**config.mk**
```make
export PLATFORM = sky130hd
export DESIGN_NAME = dmem_access_controller
export DESIGN_NICKNAME = d
export VERILOG_FILES = /design/src/rtl/dmem_access_controller.sv
export SDC_FILE = /design/constraint.sdc
export NUM_CORES = 1
export LEC_CHECK = 0
export CELL_PAD_IN_SITES_DETAIL_PLACEMENT = 1
export CELL_PAD_IN_SITES_GLOBAL_PLACEMENT = 1
export CORE_MARGIN = 3
export CORE_UTILIZATION = 36
export DETAILED_ROUTE_END_ITERATION = 6
export PLACE_DENSITY_LB_ADDON = 0.1
export SETUP_SLACK_MARGIN = 0.3
export SLEW_MARGIN = 15
export SYNTH_ARGS = -nofsm -noshare
export SYNTH_HDL_FRONTEND = slang
export SYNTH_SLANG_ARGS = --single-unit
```
**constraint.sdc**
```tcl
create_clock -name clk -period 10.5 [get_ports clk]
set_input_delay 2.625 -clock clk [delete_from_list [all_inputs] [get_ports clk]]
set_output_delay 2.625 -clock clk [all_outputs]
set_load 0.1 [all_outputs]
```
**src/rtl/dmem_access_controller.sv**
```systemverilog
// Round-robin arbiter and read-modify-write sequencer for a big-endian word-wide data memory.
// Optional macro DMEM_ALIGN_CHECK_EN adds r0_error/r1_error and rejects misaligned requests.
module dmem_access_controller #(
    parameter int unsigned ADDR_W = 32,
    parameter int unsigned DATA_W = 32
) (
    input  logic              clk,
    input  logic              reset,
    input  logic              clock_enable,
    input  logic              r0_req,
    input  logic              r0_write,
    input  logic [ADDR_W-1:0] r0_address,
    input  logic [DATA_W-1:0] r0_write_data,
    input  logic [3:0]        r0_byte_en,
    output logic              r0_ack,
    output logic [DATA_W-1:0] r0_read_data,
    input  logic              r1_req,
    input  logic              r1_write,
    input  logic [ADDR_W-1:0] r1_address,
    input  logic [DATA_W-1:0] r1_write_data,
    input  logic [3:0]        r1_byte_en,
    output logic              r1_ack,
    output logic [DATA_W-1:0] r1_read_data,
`ifdef DMEM_ALIGN_CHECK_EN
    output logic              r0_error,
    output logic              r1_error,
`endif
    output logic [ADDR_W-1:0] mem_address,
    output logic              mem_read,
    output logic              mem_write,
    output logic [DATA_W-1:0] mem_write_data,
    input  logic [DATA_W-1:0] mem_read_data,
    output logic              busy
);

    typedef enum logic [1:0] {StIdle, StAccess, StMerge, StDone} state_e;

    state_e              state_q, state_d;
    logic                last_grant_q, last_grant_d;
    logic                grant_q, grant_d;
    logic                write_q, write_d;
    logic [ADDR_W-1:0]   addr_q, addr_d;
    logic [DATA_W-1:0]   wdata_q, wdata_d;
    logic [3:0]          ben_q, ben_d;
    logic [DATA_W-1:0]   merge_q, merge_d;
    logic [DATA_W-1:0]   rdata0_q, rdata0_d;
    logic [DATA_W-1:0]   rdata1_q, rdata1_d;
    logic [DATA_W-1:0]   merged;
    logic                write_strobe;
    logic                pick;
`ifdef DMEM_ALIGN_CHECK_EN
    logic                error_q, error_d;
`else
    logic                unused_addr_lsb;
    assign unused_addr_lsb = ^addr_q[1:0];
`endif

    // Enabled lanes come from the store data, the rest from the word read in ACCESS.
    always_comb begin
        merged = merge_q;
        for (int i = 0; i < 4; i++) begin
            if (ben_q[i]) merged[8*i +: 8] = wdata_q[8*i +: 8];
        end
    end

    always_comb begin
        state_d        = state_q;
        last_grant_d   = last_grant_q;
        grant_d        = grant_q;
        write_d        = write_q;
        addr_d         = addr_q;
        wdata_d        = wdata_q;
        ben_d          = ben_q;
        merge_d        = merge_q;
        rdata0_d       = rdata0_q;
        rdata1_d       = rdata1_q;
        mem_address    = '0;
        mem_read       = 1'b0;
        write_strobe   = 1'b0;
        mem_write_data = '0;
        pick           = 1'b0;
`ifdef DMEM_ALIGN_CHECK_EN
        error_d        = error_q;
`endif
        unique case (state_q)
            StIdle: begin
                if (r0_req || r1_req) begin
                    pick         = (r0_req && r1_req) ? !last_grant_q : r1_req;
                    grant_d      = pick;
                    last_grant_d = pick;
                    write_d      = pick ? r1_write      : r0_write;
                    addr_d       = pick ? r1_address    : r0_address;
                    wdata_d      = pick ? r1_write_data : r0_write_data;
                    ben_d        = pick ? r1_byte_en    : r0_byte_en;
                    state_d      = StAccess;
`ifdef DMEM_ALIGN_CHECK_EN
                    error_d      = (addr_d[1:0] != 2'b00);
                    if (error_d) state_d = StDone;
`endif
                end
            end
            StAccess: begin
                mem_address = {addr_q[ADDR_W-1:2], 2'b00};
                mem_read    = 1'b1;
                state_d     = StDone;
                if (!write_q) begin
                    if (grant_q) rdata1_d = mem_read_data;
                    else         rdata0_d = mem_read_data;
                end else if (ben_q == 4'b1111) begin
                    write_strobe   = 1'b1;
                    mem_write_data = wdata_q;
                end else if (ben_q != 4'b0000) begin
                    merge_d = mem_read_data;
                    state_d = StMerge;
                end
            end
            StMerge: begin
                mem_address    = {addr_q[ADDR_W-1:2], 2'b00};
                write_strobe   = 1'b1;
                mem_write_data = merged;
                state_d        = StDone;
            end
            StDone: state_d = StIdle;
            default: state_d = StIdle;
        endcase
    end

    always_ff @(posedge clk or posedge reset) begin
        if (reset) begin
            state_q      <= StIdle;
            last_grant_q <= 1'b1;
            grant_q      <= 1'b0;
            write_q      <= 1'b0;
            addr_q       <= '0;
            wdata_q      <= '0;
            ben_q        <= '0;
            merge_q      <= '0;
            rdata0_q     <= '0;
            rdata1_q     <= '0;
`ifdef DMEM_ALIGN_CHECK_EN
            error_q      <= 1'b0;
`endif
        end else if (clock_enable) begin
            state_q      <= state_d;
            last_grant_q <= last_grant_d;
            grant_q      <= grant_d;
            write_q      <= write_d;
            addr_q       <= addr_d;
            wdata_q      <= wdata_d;
            ben_q        <= ben_d;
            merge_q      <= merge_d;
            rdata0_q     <= rdata0_d;
            rdata1_q     <= rdata1_d;
`ifdef DMEM_ALIGN_CHECK_EN
            error_q      <= error_d;
`endif
        end
    end

    // A frozen controller must never let the memory commit a write.
    assign mem_write    = write_strobe & clock_enable;
    assign r0_ack       = (state_q == StDone) && !grant_q;
    assign r1_ack       = (state_q == StDone) && grant_q;
    assign r0_read_data = rdata0_q;
    assign r1_read_data = rdata1_q;
    assign busy         = (state_q != StIdle);
`ifdef DMEM_ALIGN_CHECK_EN
    assign r0_error     = r0_ack & error_q;
    assign r1_error     = r1_ack & error_q;
`endif

endmodule

```
### A small window of the routed layout, run 1

Region (106, 106) to (126, 126) µm. Cells in gray, sequential cells in the stronger gray; small squares are vias.
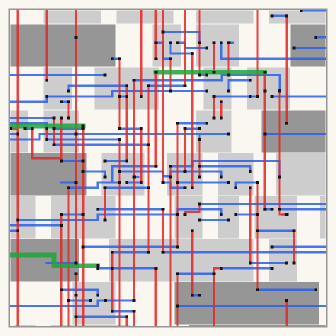
- green: M3
- blue: M1
- red: M2
- sequential cells in the window: 3
- netlist names of flops here include: wdata_q (2), merge_q (1)
- most frequent: a22oi_1 (5), nand4_1 (4), a21oi_1 (4)
- cells with their middle in the window: 23

### Cell area per tile, run 1

The die is cut into 15 by 15 equal tiles; white is low, dark blue is high, 0 to 100% covered.
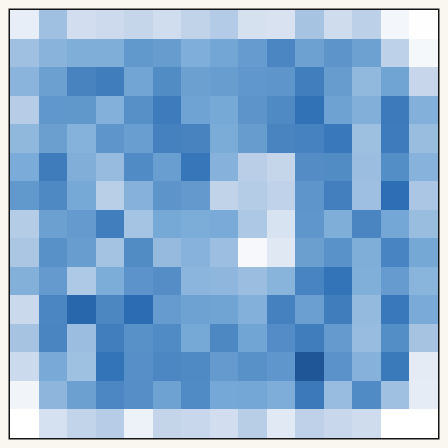
- fullest tile: 85%
- tiles over 75% full: 1.8%
- nearly empty tiles: 1.8%
- mean over tiles: 48%
Final Core Density: 0.5468
fp_density: 0.3714
area of the core: 0.02129 mm²

==> results_dict.tcl, run 1 <==
# implementation run metrics
set metrics [dict create \
    outcome "complete, no violations" \
    synth-compound-area-share 0.1011 \
    ys_top_cells_by_area "dfrtp_1 53%, mux2_2 13%, mux2i_1 8.6%" \
    grt_overflow_total 0 \
    lay_top_count "clkdlybuf4s50_1" \
    fin_skew_ps 10.77 \
    nClkBuffers 19 \
    grt.busiest_layer "met2" \
    met2_length_um 13310 \
    synth_cell_types 32 \
    largest_cell_class "flip-flops and latches" \
    hold_start "addr_q[26]" \
    cts_max_level 4 \
    cpMaxStageDelayCell "clkdlybuf4s50_1" \
    met2_usage 0.3777 \
    holdBufCountCts 0 \
    period_used_share 0.6915 \
    hold_path.class "reg2reg" \
    ff_type "dfrtp_1" \
    synth_top_cell_by_count "dfrtp_1" \
    rows 53 \
    max_freq_ghz 0.1377 \
    max_stage_delay_ps 1200 \
    top_cell_area_share 0.5255 \
    gr-usage-met1 0.2468 \
    drtPass1Iterations 4 \
    r2r-end "r1_read_data[14]" \
    fin_tns_setup_ps 0 \
    pre_cts_ws_ps 3209 \
    clk_latency_ps 420 \
    via_per_inst 5.188 \
    crit_cells 4 \
    dp_hpwl_um 18480 \
    r2r_start "state_q[1]" \
    flops 167 \
    wl_per_cell_um 20.20 \
    cp_common_cell "clkdlybuf4s50_1" \
    grt.met3_usage 0.05260 \
    chipArea_mm2 0.02377 \
    clock_sinks 167 \
    rsz0062_at_grt "no" \
    fin_cells 1251 \
    synth_flop_count 167 \
    whs_ps 474.4 \
    hold_depth 2 \
    seq_share 0.3591 \
    clkTransAtPathRegs_ps 70 \
    setup_violations 0 \
    lay_top_cells "301 x clkdlybuf4s50_1, 166 x dfrtp_1, 93 x mux2_2, 69 x nand2_1, 69 x o21ai_0" \
    drt_iter0_drc 234 \
    synthToLayoutAreaGrowth_pct 47.25 \
    setup_slack_ps 3239 \
    antenna_left 0 \
    place_area_mm2 0.01108 \
    final-clk-cell-share 0.04848 \
    grt_pass1_vias 7216 \
    wl_met3_um 1508 \
    flop_area_mm2 0.004180 \
    cp-start-kind "primary input" \
    cts_inserted_buffers 17 \
    slew_headroom 0.2261 \
    buffers 310 \
    wirelength_um 25270 \
    inv_count 7 \
    antenna_cells 0 \
    nWellTaps 275 \
    antenna_found_initial 0 \
    edf_count 0 \
    ys_chip_area_mm2 0.007905 \
    critPathLaunch "clock_enable" \
    dp_cells 1219 \
    logic_area_mm2 0.003440 \
    synth_cells 692 \
    ys_seq_frac 0.5288 \
    avgSynthCellArea_um2 11.42 \
    top_layer "met4" \
    final_cell_area_mm2 0.01164 \
    cts.path.max_buffers 2 \
    synth-xor-area-share 0 \
    logic_family "multiplexers" \
    cap_violations 0 \
    critical_path_required_ps 7880 \
    final_max_slew_viol_count 0 \
    fillers 2250 \
    ys_sh_mux 0.2257 \
    final-hold-violation-count 0 \
    comb_share 0.2955 \
    layout-drive-gt1-share 0.1455 \
    num-multi-input-gates 460 \
    whs_endpoint "addr_q[26]" \
    wl_met1_um 10020 \
    ios 308 \
    nets 1142 \
    rrSetupSlack_ps 7800 \
    drc 0 \
    common_cells "166 x dfrtp_1, 93 x mux2_2, 69 x nand2_1, 69 x o21ai_0, 68 x mux2i_1" \
    synth-warning-count 0 \
    ys_cells 692 \
    grt_pass1_wl_um 39460 \
    cp_top_family "buffers and inverters" \
    crit_path_cell_trace "clkdlybuf4s50_1 -> inv_1 -> nor3_1 -> clkdlybuf4s50_1" \
    critPathMaxFanout 5 \
    cts_tree "yes" \
    path_class "in2out" \
    cp-end-kind "output port" \
    layout.nonclk_buf_frac 0.2646 \
    vias 6490 \
    tightestPinTransition_ps 1157 \
    cp_num_buf_inv 3 \
    crit_arrival_ps 4640 \
    synthAdderAreaFrac 0.006331 \
    yosys.area_share.simple 0.09861 \
    cp-endpoint "mem_write" \
    reg2regPathDepth 5 \
    root_buffer "clkbuf_16" \
    period_minus_slack_ps 7261 \
    grt_max_degree 92 \
    async_flop_share 1.000 \
]
### Ports around the boundary, run 1

Bar = 50 µm. Pins as bars across the die edge, other pins in gray.
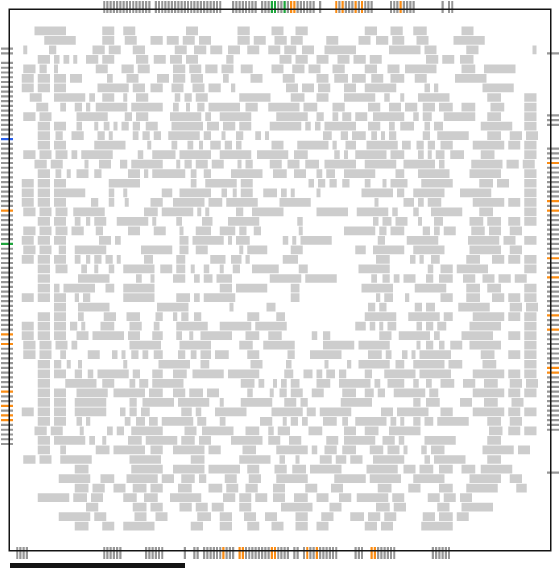
- blue: r1_write (pins 1; direction input; edge left)
- orange: r0_write_data (pins 32; direction input; edge 9 right, 9 bottom, 7 top, 7 left)
- green: r1_byte_en (pins 4; direction input; edge 3 top, 1 left)
port buffer count: 301
Die X: 154.2 µm
Die H: 154.2 µm

### Cells by drive strength, run 1

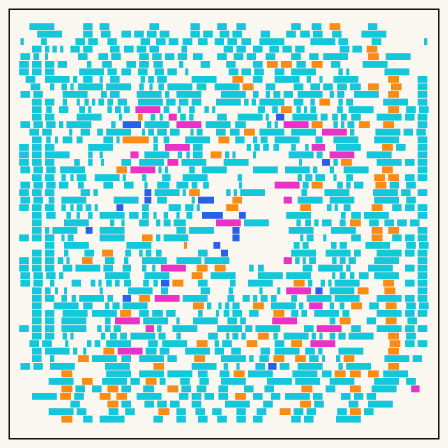

## Run 2: what changed since run 1
--- a/config.mk
+++ b/config.mk
@@ -8,7 +8,7 @@
 export CELL_PAD_IN_SITES_DETAIL_PLACEMENT = 1
 export CELL_PAD_IN_SITES_GLOBAL_PLACEMENT = 1
 export CORE_MARGIN = 3
-export CORE_UTILIZATION = 36
+export CORE_UTILIZATION = 34
 export DETAILED_ROUTE_END_ITERATION = 6
 export PLACE_DENSITY_LB_ADDON = 0.1
 export SETUP_SLACK_MARGIN = 0.3
==> constraint.sdc (replaced) <==
create_clock -name clk -period 6.8 [get_ports clk]
set_input_delay 1.7 -clock clk [delete_from_list [all_inputs] [get_ports clk]]
set_output_delay 1.7 -clock clk [all_outputs]
set_load 0.1 [all_outputs]
### Cells by drive strength, run 2

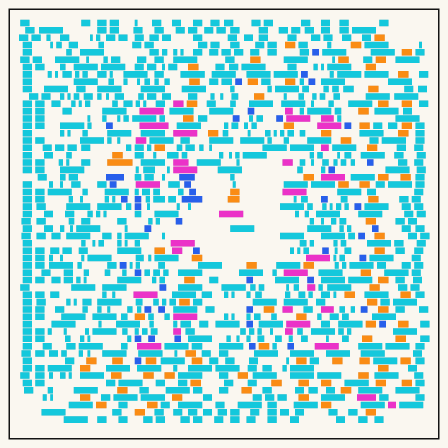
- blue: x3 and x4 (cells 46; share 4.7%)
- magenta: x6 and larger (cells 33; share 3.4%)
- orange: x2 (cells 96; share 9.8%)
- cyan: x1 and smaller (cells 802; share 82%)
Layout area overhead: 47.59%
final instance area: 0.01167 mm²
Plain + repair buffers: 311
worst setup margin: 1850 ps

### Cell area per tile, run 2

The die is cut into 16 by 16 equal tiles; white is low, dark blue is high, 0 to 100% covered.
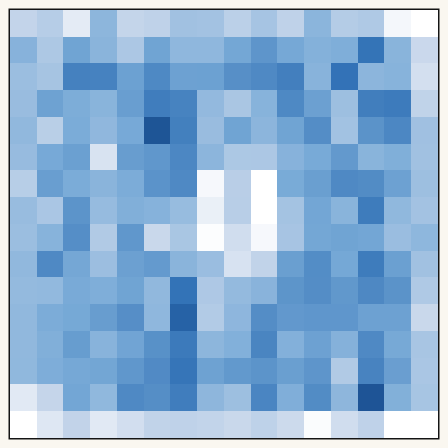
area of the core: 0.02278 mm²
fp_density: 0.3470
Final Core Density: 0.5122

==> run 2 against run 1 <==
Against the previous run:
- routed wire length down 6.3%
- worst setup slack got worse by 1400 ps
- synthesized cell count is the same
- first-iteration DRC count is 15% higher
- flip-flop count unchanged
- worst hold slack got worse by 2.5 ps
- die area grew 5.6%
- final area up 0.24%
- register-to-register slack got worse by 4000 ps
- largest cell class unchanged
==> results_dict.tcl, run 2 <==
# implementation run metrics
set metrics [dict create \
    synth_cells 692 \
    antenna_found_initial 0 \
    pre_cts_ws_ps 2171 \
    outcome "complete, no violations" \
    dp_cells 1258 \
    cp-start-kind "flop" \
    avgSynthCellArea_um2 11.42 \
    top_layer "met4" \
    ys_top_cells_by_area "dfrtp_1 53%, mux2_2 13%, mux2i_1 8.6%" \
    rsz0062_at_grt "no" \
    edf_count 0 \
    logic_area_mm2 0.003440 \
    die-width_um 158.5 \
    clk_latency_ps 420 \
    grt.busiest_layer "met2" \
    rrSetupSlack_ps 3760 \
    path_class "reg2out" \
    inv_count 7 \
    comb_share 0.2948 \
    tightestPinTransition_ps 1102 \
    cts_inserted_buffers 17 \
    drc 0 \
    place_area_mm2 0.01106 \
    critPathMaxFanout 31 \
    holdBufCountCts 0 \
    chipArea_mm2 0.02512 \
    crit_path_cell_trace "inv_1 -> ha_1 -> clkinv_1 -> buf_4 -> a21oi_1 -> buf_4" \
    ys_seq_frac 0.5288 \
    clock_sinks 167 \
    crit_arrival_ps 3250 \
    grt_overflow_total 0 \
    max_freq_ghz 0.2020 \
    whs_ps 472.0 \
    cp_top_family "buffers and inverters" \
    fillers 2431 \
    synthAdderAreaFrac 0.006331 \
    synth_cell_types 32 \
    logic_family "multiplexers" \
    flop_area_mm2 0.004180 \
    final-clk-cell-share 0.05201 \
    period_minus_slack_ps 4950 \
    lay_top_cells "268 x clkdlybuf4s50_1, 166 x dfrtp_1, 93 x mux2_2, 69 x nand2_1, 69 x o21ai_0" \
    met2_usage 0.3223 \
    grt_pass1_wl_um 36880 \
    cp-end-kind "output port" \
    cap_violations 0 \
    critPathLaunch "state_q[0]" \
    cts_tree "yes" \
    vias 6282 \
    nWellTaps 313 \
    ys_chip_area_mm2 0.007905 \
    grt_pass1_vias 6582 \
    max_stage_delay_ps 850 \
    ys_cells 692 \
    lay_top_count "clkdlybuf4s50_1" \
    yosys.area_share.simple 0.09861 \
    layout-drive-gt1-share 0.1791 \
    ff_type "dfrtp_1" \
    met2_length_um 11650 \
    hold_path.class "reg2reg" \
    wl_per_cell_um 18.36 \
    whs_endpoint "addr_q[23]" \
]
### A small window of the routed layout, run 2

Region (109, 109) to (129, 129) µm. Cells in gray, sequential cells in the stronger gray; small squares are vias.
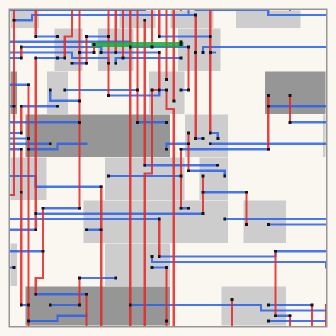

## Run 3: what changed since run 2
--- a/config.mk
+++ b/config.mk
@@ -8,7 +8,7 @@
 export CELL_PAD_IN_SITES_DETAIL_PLACEMENT = 1
 export CELL_PAD_IN_SITES_GLOBAL_PLACEMENT = 1
 export CORE_MARGIN = 3
-export CORE_UTILIZATION = 34
+export CORE_UTILIZATION = 30
 export DETAILED_ROUTE_END_ITERATION = 6
 export PLACE_DENSITY_LB_ADDON = 0.1
 export SETUP_SLACK_MARGIN = 0.3
==> constraint.sdc (replaced) <==
create_clock -name clk -period 4.4 [get_ports clk]
set_input_delay 1.1 -clock clk [delete_from_list [all_inputs] [get_ports clk]]
set_output_delay 1.1 -clock clk [all_outputs]
set_load 0.1 [all_outputs]
### A small window of the routed layout, run 3

Region (116, 116) to (136, 136) µm. Cells in gray, sequential cells in the stronger gray; small squares are vias.
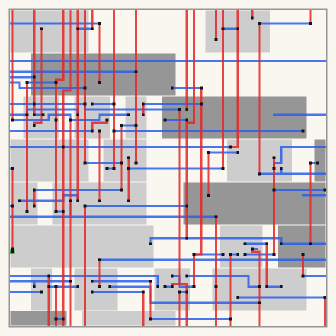

### Ports around the boundary, run 3

Bar = 50 µm. Pins as bars across the die edge, other pins in gray.
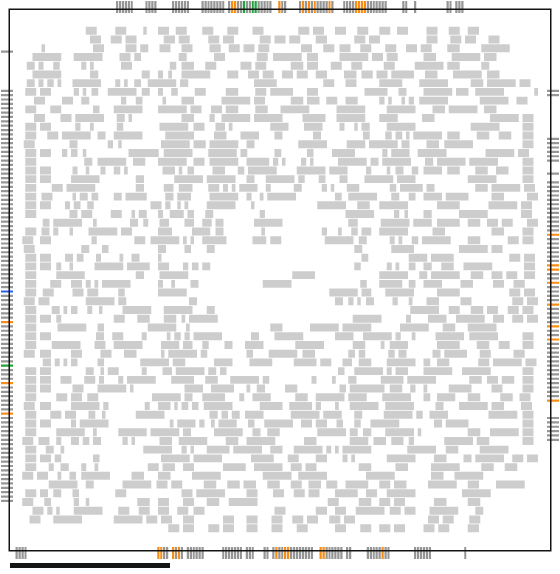
- green: r1_byte_en (pins 4; direction input; edge 3 top, 1 left)
- orange: r0_write_data (pins 32; direction input; edge 11 top, 10 bottom, 8 right, 3 left)
- blue: r1_write (pins 1; direction input; edge left)
- all pins by edge: 96 left, 77 top, 69 bottom, 66 right
Die X: 168.3 µm
Die H: 168.3 µm

==> run 3 against run 2 <==
Against the previous run:
- final area up 6.4%
- core utilization down 2.6 points
- first-iteration DRC count up 3.7%
- cell count up 2.1%
- global-route usage down 1.3 points
- worst setup slack worse by 1300 ps
- routed wire length up 5.8%
- critical endpoint is now mem_write_data[17]
- highest routed layer unchanged
==> results_dict.tcl, run 3 <==
# implementation run metrics
set metrics [dict create \
    critPathMaxFanout 10 \
    crit_path_cell_trace "inv_1 -> ha_1 -> nor2b_1 -> a22oi_1 -> a21oi_4 -> buf_12" \
    path_class "reg2out" \
    crit_cells 6 \
    grt_pass1_vias 6904 \
    fin_skew_ps 13.72 \
    grt_overflow_total 0 \
    layout-drive-gt1-share 0.2513 \
    cp-endpoint "mem_write_data[17]" \
    logic_family "multiplexers" \
    fin_tns_setup_ps 0 \
    whs_endpoint "addr_q[21]" \
    grt.busiest_layer "met2" \
    wirelength_um 25060 \
    lay_top_count "clkdlybuf4s50_1" \
    postLayoutCoreUtil 0.4861 \
    cp-start-kind "flop" \
    slew_headroom 0.3021 \
    synth_top_cell_by_count "dfrtp_1" \
    cp-end-kind "output port" \
    hold_path.class "reg2reg" \
    seq_share 0.3367 \
    wl_met3_um 1484 \
    gr-usage-met1 0.2212 \
    place_area_mm2 0.01186 \
    async_flop_share 1.000 \
    num-multi-input-gates 460 \
    outcome "complete, no violations" \
    met2_length_um 12580 \
    final_cell_area_mm2 0.01242 \
    edf_count 0 \
    logic_area_mm2 0.003790 \
    fillers 2702 \
    cts.path.max_buffers 2 \
    vias 6412 \
    max_stage_delay_ps 610 \
    final-clk-cell-share 0.04464 \
    nets 1154 \
    inv_count 7 \
    ys_top_cells_by_area "dfrtp_1 53%, mux2_2 13%, mux2i_1 8.6%" \
    ios 308 \
    period_minus_slack_ps 3807 \
    synth_cell_types 32 \
    fp.coreArea_mm2 0.02554 \
    synth_cells 692 \
    cp_top_family "simple AND/OR/NAND/NOR gates" \
    wl_met1_um 10770 \
    ff_type "dfrtp_1" \
    critPathLaunch "state_q[0]" \
    drt_iter0_drc 280 \
    root_buffer "clkbuf_16" \
    ys_chip_area_mm2 0.007905 \
    ys_sh_mux 0.2257 \
    synth-xor-area-share 0 \
    cts_setup_buffers 0 \
    drc 0 \
    cts_inserted_buffers 17 \
    clock_sinks 167 \
    cap_violations 0 \
    fp_util 0.3095 \
    r2r-end "merge_q[18]" \
    met2_usage 0.3061 \
    hold_start "addr_q[21]" \
    avgSynthCellArea_um2 11.42 \
    grt_pass1_wl_um 39470 \
    grt_max_degree 77 \
    holdBufCountCts 0 \
    top_cell_area_share 0.5255 \
    nWellTaps 330 \
    cts_max_level 4 \
    rsz0062_at_grt "no" \
    setup_slack_ps 592.7 \
    flops 167 \
    wl_per_cell_um 19.03 \
    clk_latency_ps 420 \
    synthAdderAreaFrac 0.006331 \
    synth-warning-count 0 \
    whs_ps 472.3 \
    crit_arrival_ps 2710 \
    buffers 322 \
    chipArea_mm2 0.02833 \
    synthToLayoutAreaGrowth_pct 57.07 \
    top_layer "met4" \
    gp_congestion 0.7007 \
    rrSetupSlack_ps 2300 \
    ys_seq_frac 0.5288 \
    antenna_found_initial 0 \
    tightestPinTransition_ps 1044 \
    final_max_slew_viol_count 0 \
    synth-compound-area-share 0.1011 \
    fin_cells 1317 \
    max_freq_ghz 0.2627 \
    flop_area_mm2 0.004180 \
    comb_share 0.3052 \
    ys_cells 692 \
    pre_cts_ws_ps 1011 \
    r2r_start "state_q[1]" \
    cts_tree "yes" \
    lay_top_cells "237 x clkdlybuf4s50_1, 166 x dfrtp_1, 93 x mux2_2, 69 x nand2_1, 69 x o21ai_0" \
    clkTransAtPathRegs_ps 70 \
    dp_cells 1286 \
    common_cells "166 x dfrtp_1, 93 x mux2_2, 69 x nand2_1, 69 x o21ai_0, 68 x mux2i_1" \
    yosys.area_share.simple 0.09861 \
]
